`config.mk`:
```
export PLATFORM = sky130hd
export DESIGN_NAME = regfile_wb_queue_flat
export DESIGN_NICKNAME = d
export VERILOG_FILES = /design/src/rtl/regfile_wb_queue_if.sv /design/src/rtl/regfile_wb_queue.sv /design/src/flat_wrapper.sv
export SDC_FILE = /design/constraint.sdc
export NUM_CORES = 1
export LEC_CHECK = 0
export CORE_MARGIN = 1
export CORE_UTILIZATION = 48
export CTS_BUF_LIST = sky130_fd_sc_hd__clkbuf_8
export CTS_CLUSTER_SIZE = 10
export DETAILED_ROUTE_END_ITERATION = 10
export PLACE_DENSITY = 0.8
export SKIP_LAST_GASP = 1
export SYNTH_ARGS = -nofsm -noshare
export SYNTH_HDL_FRONTEND = slang
export SYNTH_SLANG_ARGS = --single-unit
```
`constraint.sdc`:
```
create_clock -name clk -period 3.5 [get_ports clk]
set_input_delay 0.7 -clock clk [delete_from_list [all_inputs] [get_ports clk]]
set_output_delay 0.7 -clock clk [all_outputs]
set_load 0.01 [all_outputs]
```
`src/rtl/regfile_wb_queue_if.sv`:
```
// Writeback handshake bundle between the retiring pipeline stage (master)
// and the RegFile writeback queue (slave).
interface regfile_wb_queue_if #(
  parameter int DATA_W = 32,
  parameter int ADDR_W = 5
);
  logic              valid;
  logic              ready;
  logic              we;
  logic [ADDR_W-1:0] addr;
  logic [DATA_W-1:0] data;

  modport master (output valid, output we, output addr, output data, input ready);
  modport slave  (input valid, input we, input addr, input data, output ready);
endinterface

```
`src/rtl/regfile_wb_queue.sv`:
```
// In-order writeback queue feeding the RegFile write port one entry per clock,
// with newest-match bypass of pending entries onto both operand read ports.
module regfile_wb_queue #(
  parameter int DATA_W = 32,
  parameter int ADDR_W = 5,
  parameter int DEPTH  = 2
) (
  input  logic                   clk,
  input  logic                   reset,
  regfile_wb_queue_if.slave      wb,
  output logic                   rg_wrt_en,
  output logic [ADDR_W-1:0]      rg_wrt_addr,
  output logic [DATA_W-1:0]      rg_wrt_data,
  input  logic [ADDR_W-1:0]      byp_addr1,
  input  logic [ADDR_W-1:0]      byp_addr2,
  input  logic [DATA_W-1:0]      rf_rd_data1,
  input  logic [DATA_W-1:0]      rf_rd_data2,
  output logic [DATA_W-1:0]      byp_data1,
  output logic [DATA_W-1:0]      byp_data2,
  output logic [$clog2(DEPTH):0] q_count,
  output logic [15:0]            commit_cnt
);
  localparam int PTR_W = $clog2(DEPTH);
  localparam int CNT_W = PTR_W + 1;

  logic [ADDR_W-1:0] mem_addr [DEPTH];
  logic [DATA_W-1:0] mem_data [DEPTH];

  logic [PTR_W-1:0]  wr_ptr_reg, wr_ptr_next;
  logic [PTR_W-1:0]  rd_ptr_reg, rd_ptr_next;
  logic [CNT_W-1:0]  count_reg, count_next;
  logic [15:0]       commit_reg, commit_next;
  logic [ADDR_W-1:0] last_addr_reg, last_addr_next;
  logic [DATA_W-1:0] last_data_reg, last_data_next;

  logic accept, push, pop;

  assign wb.ready = (count_reg < CNT_W'(DEPTH));
  assign accept   = wb.valid && wb.ready;
  // Non-writes and x0 writes complete the handshake but never occupy a slot.
  assign push     = accept && wb.we && (wb.addr != '0);
  assign pop      = (count_reg != '0);

  always_comb begin
    wr_ptr_next    = wr_ptr_reg;
    rd_ptr_next    = rd_ptr_reg;
    count_next     = count_reg;
    commit_next    = commit_reg;
    last_addr_next = last_addr_reg;
    last_data_next = last_data_reg;
    if (push) begin
      wr_ptr_next = wr_ptr_reg + 1'b1;
    end
    if (pop) begin
      rd_ptr_next    = rd_ptr_reg + 1'b1;
      commit_next    = commit_reg + 16'd1;
      last_addr_next = mem_addr[rd_ptr_reg];
      last_data_next = mem_data[rd_ptr_reg];
    end
    case ({push, pop})
      2'b10:   count_next = count_reg + 1'b1;
      2'b01:   count_next = count_reg - 1'b1;
      default: count_next = count_reg;
    endcase
  end

  always_ff @(posedge clk or posedge reset) begin
    if (reset) begin
      wr_ptr_reg    <= '0;
      rd_ptr_reg    <= '0;
      count_reg     <= '0;
      commit_reg    <= '0;
      last_addr_reg <= '0;
      last_data_reg <= '0;
    end else begin
      wr_ptr_reg    <= wr_ptr_next;
      rd_ptr_reg    <= rd_ptr_next;
      count_reg     <= count_next;
      commit_reg    <= commit_next;
      last_addr_reg <= last_addr_next;
      last_data_reg <= last_data_next;
    end
  end

  // Storage needs no reset: an entry is only observed while it is counted as pending.
  always_ff @(posedge clk) begin
    if (push) begin
      mem_addr[wr_ptr_reg] <= wb.addr;
      mem_data[wr_ptr_reg] <= wb.data;
    end
  end

  // Once empty, the write port keeps presenting the last committed entry.
  assign rg_wrt_en   = pop;
  assign rg_wrt_addr = pop ? mem_addr[rd_ptr_reg] : last_addr_reg;
  assign rg_wrt_data = pop ? mem_data[rd_ptr_reg] : last_data_reg;
  assign q_count     = count_reg;
  assign commit_cnt  = commit_reg;

  // Walk pending entries oldest to newest so the newest match wins.
  always_comb begin
    byp_data1 = rf_rd_data1;
    byp_data2 = rf_rd_data2;
    for (int k = 0; k < DEPTH; k++) begin
      if (CNT_W'(k) < count_reg) begin
        if (mem_addr[rd_ptr_reg + PTR_W'(k)] == byp_addr1) begin
          byp_data1 = mem_data[rd_ptr_reg + PTR_W'(k)];
        end
        if (mem_addr[rd_ptr_reg + PTR_W'(k)] == byp_addr2) begin
          byp_data2 = mem_data[rd_ptr_reg + PTR_W'(k)];
        end
      end
    end
    if (byp_addr1 == '0) byp_data1 = '0;
    if (byp_addr2 == '0) byp_data2 = '0;
  end
endmodule
```
`src/flat_wrapper.sv`:
```
// flat-port wrapper written by rule: the top's interface ports become plain ports
module regfile_wb_queue_flat 
#(
  parameter int DATA_W = 32,
  parameter int ADDR_W = 5,
  parameter int DEPTH  = 2
)
  (clk, reset, rg_wrt_en, rg_wrt_addr, rg_wrt_data, byp_addr1, byp_addr2, rf_rd_data1, rf_rd_data2, byp_data1, byp_data2, q_count, commit_cnt, wb_valid, wb_we, wb_addr, wb_data, wb_ready);
  regfile_wb_queue_if #(.DATA_W(DATA_W), .ADDR_W(ADDR_W)) wb_i ();
  input  logic clk;
  input  logic reset;
  output logic rg_wrt_en;
  output logic [ADDR_W-1:0] rg_wrt_addr;
  output logic [DATA_W-1:0] rg_wrt_data;
  input  logic [ADDR_W-1:0] byp_addr1;
  input  logic [ADDR_W-1:0] byp_addr2;
  input  logic [DATA_W-1:0] rf_rd_data1;
  input  logic [DATA_W-1:0] rf_rd_data2;
  output logic [DATA_W-1:0] byp_data1;
  output logic [DATA_W-1:0] byp_data2;
  output logic [$clog2(DEPTH):0] q_count;
  output logic [15:0] commit_cnt;
  input wire logic [$bits(wb_i.valid)-1:0] wb_valid;
  input wire logic [$bits(wb_i.we)-1:0] wb_we;
  input wire logic [$bits(wb_i.addr)-1:0] wb_addr;
  input wire logic [$bits(wb_i.data)-1:0] wb_data;
  output wire logic [$bits(wb_i.ready)-1:0] wb_ready;
  assign wb_i.valid = wb_valid;
  assign wb_i.we = wb_we;
  assign wb_i.addr = wb_addr;
  assign wb_i.data = wb_data;
  assign wb_ready = wb_i.ready;
  regfile_wb_queue #(.DATA_W(DATA_W), .ADDR_W(ADDR_W), .DEPTH(DEPTH)) u_core (.clk(clk), .reset(reset), .wb(wb_i), .rg_wrt_en(rg_wrt_en), .rg_wrt_addr(rg_wrt_addr), .rg_wrt_data(rg_wrt_data), .byp_addr1(byp_addr1), .byp_addr2(byp_addr2), .rf_rd_data1(rf_rd_data1), .rf_rd_data2(rf_rd_data2), .byp_data1(byp_data1), .byp_data2(byp_data2), .q_count(q_count), .commit_cnt(commit_cnt));
endmodule
```
Figure 1. Placement by cell class.
Scale: 4 px per um.
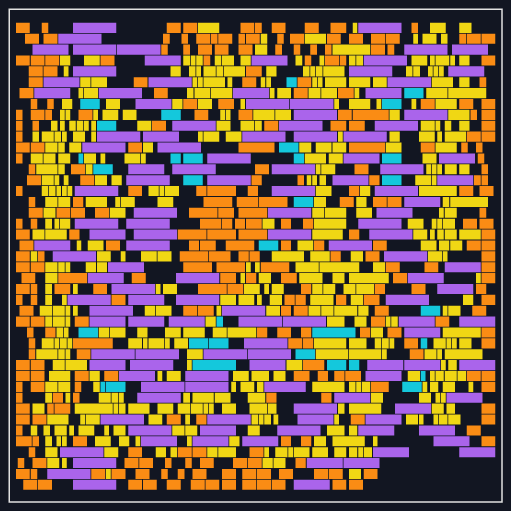
[orange] other buffers and delay cells | cells: 316 | share of their area: 28%
[purple] flip-flops | cells: 131 | share of their area: 34%
[yellow] all other logic | cells: 440 | share of their area: 34%
[cyan] clock drivers and dummy loads | cells: 32 | share of their area: 3.7%
Final Instance Area: 10900 sq um
core area: 14000 sq um
Final Util: 77.7%

Figure 2. Sequential cells colored by netlist name.
Scale: 3 px per um.
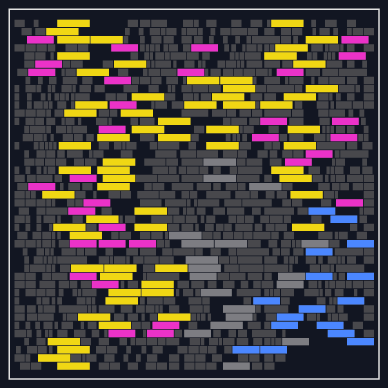
[magenta] `u_core.last_data_reg` | placed flops: 32 | where: widely spread
[blue] `u_core.commit_cnt` | placed flops: 16 | where: bottom right
[yellow] `u_core.mem_data` | placed flops: 64 | where: widely spread
not colored: 19
Register Area: 3650 sq um
seq pwr: 2240 uW
Seq area share: 33.5%

Figure 3. Cells by drive strength.
Scale: 3 px per um.
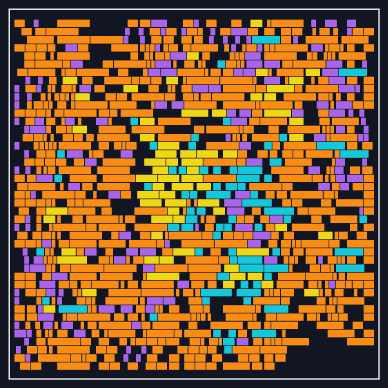
[orange] drive 1 or less | cells: 627 | share: 68%
[cyan] drive 3 to 4 | cells: 72 | share: 7.8%
[purple] drive 2 | cells: 155 | share: 17%
[yellow] drive 6 and up | cells: 65 | share: 7.1%
area delta synth->final: 55.8%
Non-clk bufs: 316
worst setup margin: -0.172 ns

==> qor.csv <==
metric,value,unit
status,finished with violations,
failing checks,setup timing,
Final setup viols,53,
grt met3 use,8.97,%
yosys cell count,622,
Iter 0 DRT Violations,527,
CP endpoint kind,output pin,
VDD IR max,0.358,mV
fmax,0.272,GHz
"Simple Share, Synth",9.06,%
multi-input gates,434,
Adder Area Share,0.893,%
Power Dens Cells,698,nW/um^2
nonclk inv count,6,
Synth Area in XOR/XNOR,4.75,%
Final GP Congestion,0.922,
CLK BUF,21,
fill cell count,884,
slew margin rel.,46.3,%
most used routing layer,met2,
CP max FO,7,
final worst-path cycle share,105,%
Hold Path Cell Cnt,1,
Post-CTS Setup Repair Bufs,26,
grt total ovfl,0,
R2R cell count,10,
FP Util,49.9,%
Top Layout Cells,"clkdlybuf4s50_1, nand2_1, edfxtp_1",
Combinational Power Share,53.7,%
number of global-route vias before repair,6685,
grt met1 use,37.3,%
global-route wire length before repair,34600,um
flop-to-flop setup slack,0.92,ns
clk latency late pin,0.44,ns
WL/cell,22.4,um
"Hold Violations, Final",0,
syn avg cell area,11.3,sq um
clock skew,0.0111,ns
worst setup margin,-0.172,ns
H-tree levels,4,
dominant logic cell type in the layout,clkdlybuf4s50_1,
Switching Fraction,37.6,%
Nets,1026,
Clock Tree Root,clkbuf_8,
Comb power,4090,uW
distinct lib cells,32,
Worst Path Required,2.80,ns
RSZ-0062 raised after global routing,true,
Top power group,combinational logic,
Figure 4. The metal 3 layer.
Scale: 2 px per um.
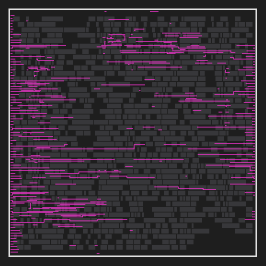
share of all routed wire: 9.7%
wire length on this layer: 2390 um
nets with wire on the layer: 239
via count: 6555
total routed wirelength: 24600 um

Figure 5. Placed standard cells.
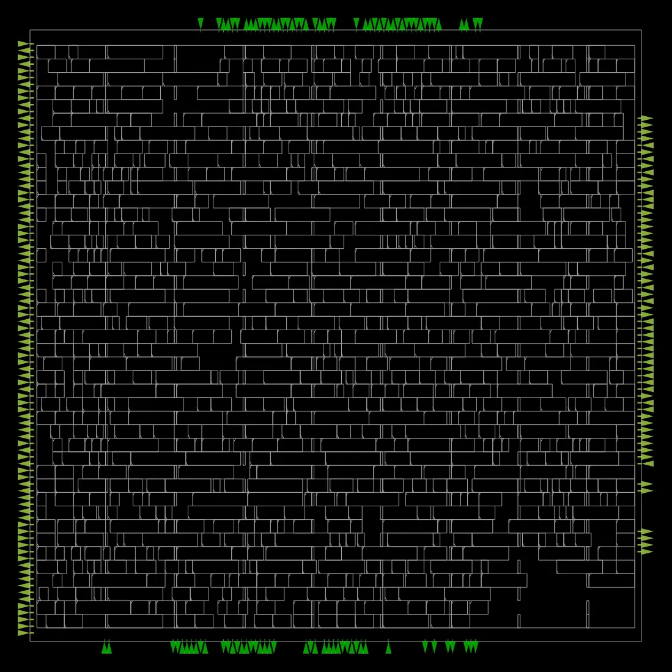
flop count: 131
tap cell count: 180
std cell rows: 43

==> worst max path at each step <==
stage                            endpoint  slack, ns               from
floorplan           u_core.mem_addr[0][0]       0.48         wb_addr[3]
global placement            byp_data1[31]      -0.38       byp_addr1[0]
detailed placement          byp_data1[19]      -0.44       byp_addr1[0]
CTS                         byp_data2[11]      -0.37  u_core.rd_ptr_reg
global route                byp_data1[11]      -0.25  u_core.rd_ptr_reg
finish                       byp_data1[4]      -0.17  u_core.rd_ptr_reg
==> through the flow <==
step,std cells,area (sq um),TNS (ns),worst slack [ns]
final,1099,10900,-4.49,-0.172
after global routing,1099,10900,-10.65,-0.253
after CTS,1086,10500,-3.51,-0.369
after detailed placement,1026,9660,-21.21,-0.437
after global placement,1026,9660,-18.17,-0.378
after floorplan,622,7000,0,0.481
==> synthesized netlist by cell type, drive strengths merged <==
library cell  instances
nand2               109
edfxtp               74
a21oi                70
o221ai               64
dfrtp                57
mux2i                42
mux2                 33
xnor2                33
o21a                 32
buf                  28
clkbuf               23
nor2                 16
nand4                 6
and3                  5
ha                    5
inv                   5
xor2                  5
nor4                  4
or4                   3
and2                  2
clkinv                1
nand2b                1
nor3                  1
o2111ai               1
o21ai                 1
or2                   1
==> per-layer routing <==
metal  vias to the layer above  part of all wire [%]
li1                       2902                     -
met2                       419                    50
met5                         -                     0
met3                        80                   9.7
met4                         0                   3.0
met1                      3154                    37
==> critical path, cell delays in order, from the launching register on <==
cell and delay, ns:
dfrtp_4 0.51, buf_8 0.14, mux2i_4 0.18, buf_6 0.14, xnor2_4 0.12, nor4_4 0.33
buf_4 0.16, and3_4 0.20, buf_6 0.13, buf_12 0.15, o221ai_2 0.10, a21oi_1 0.19
buf_2 0.16
Power is estimated from default activity; no workload was simulated.
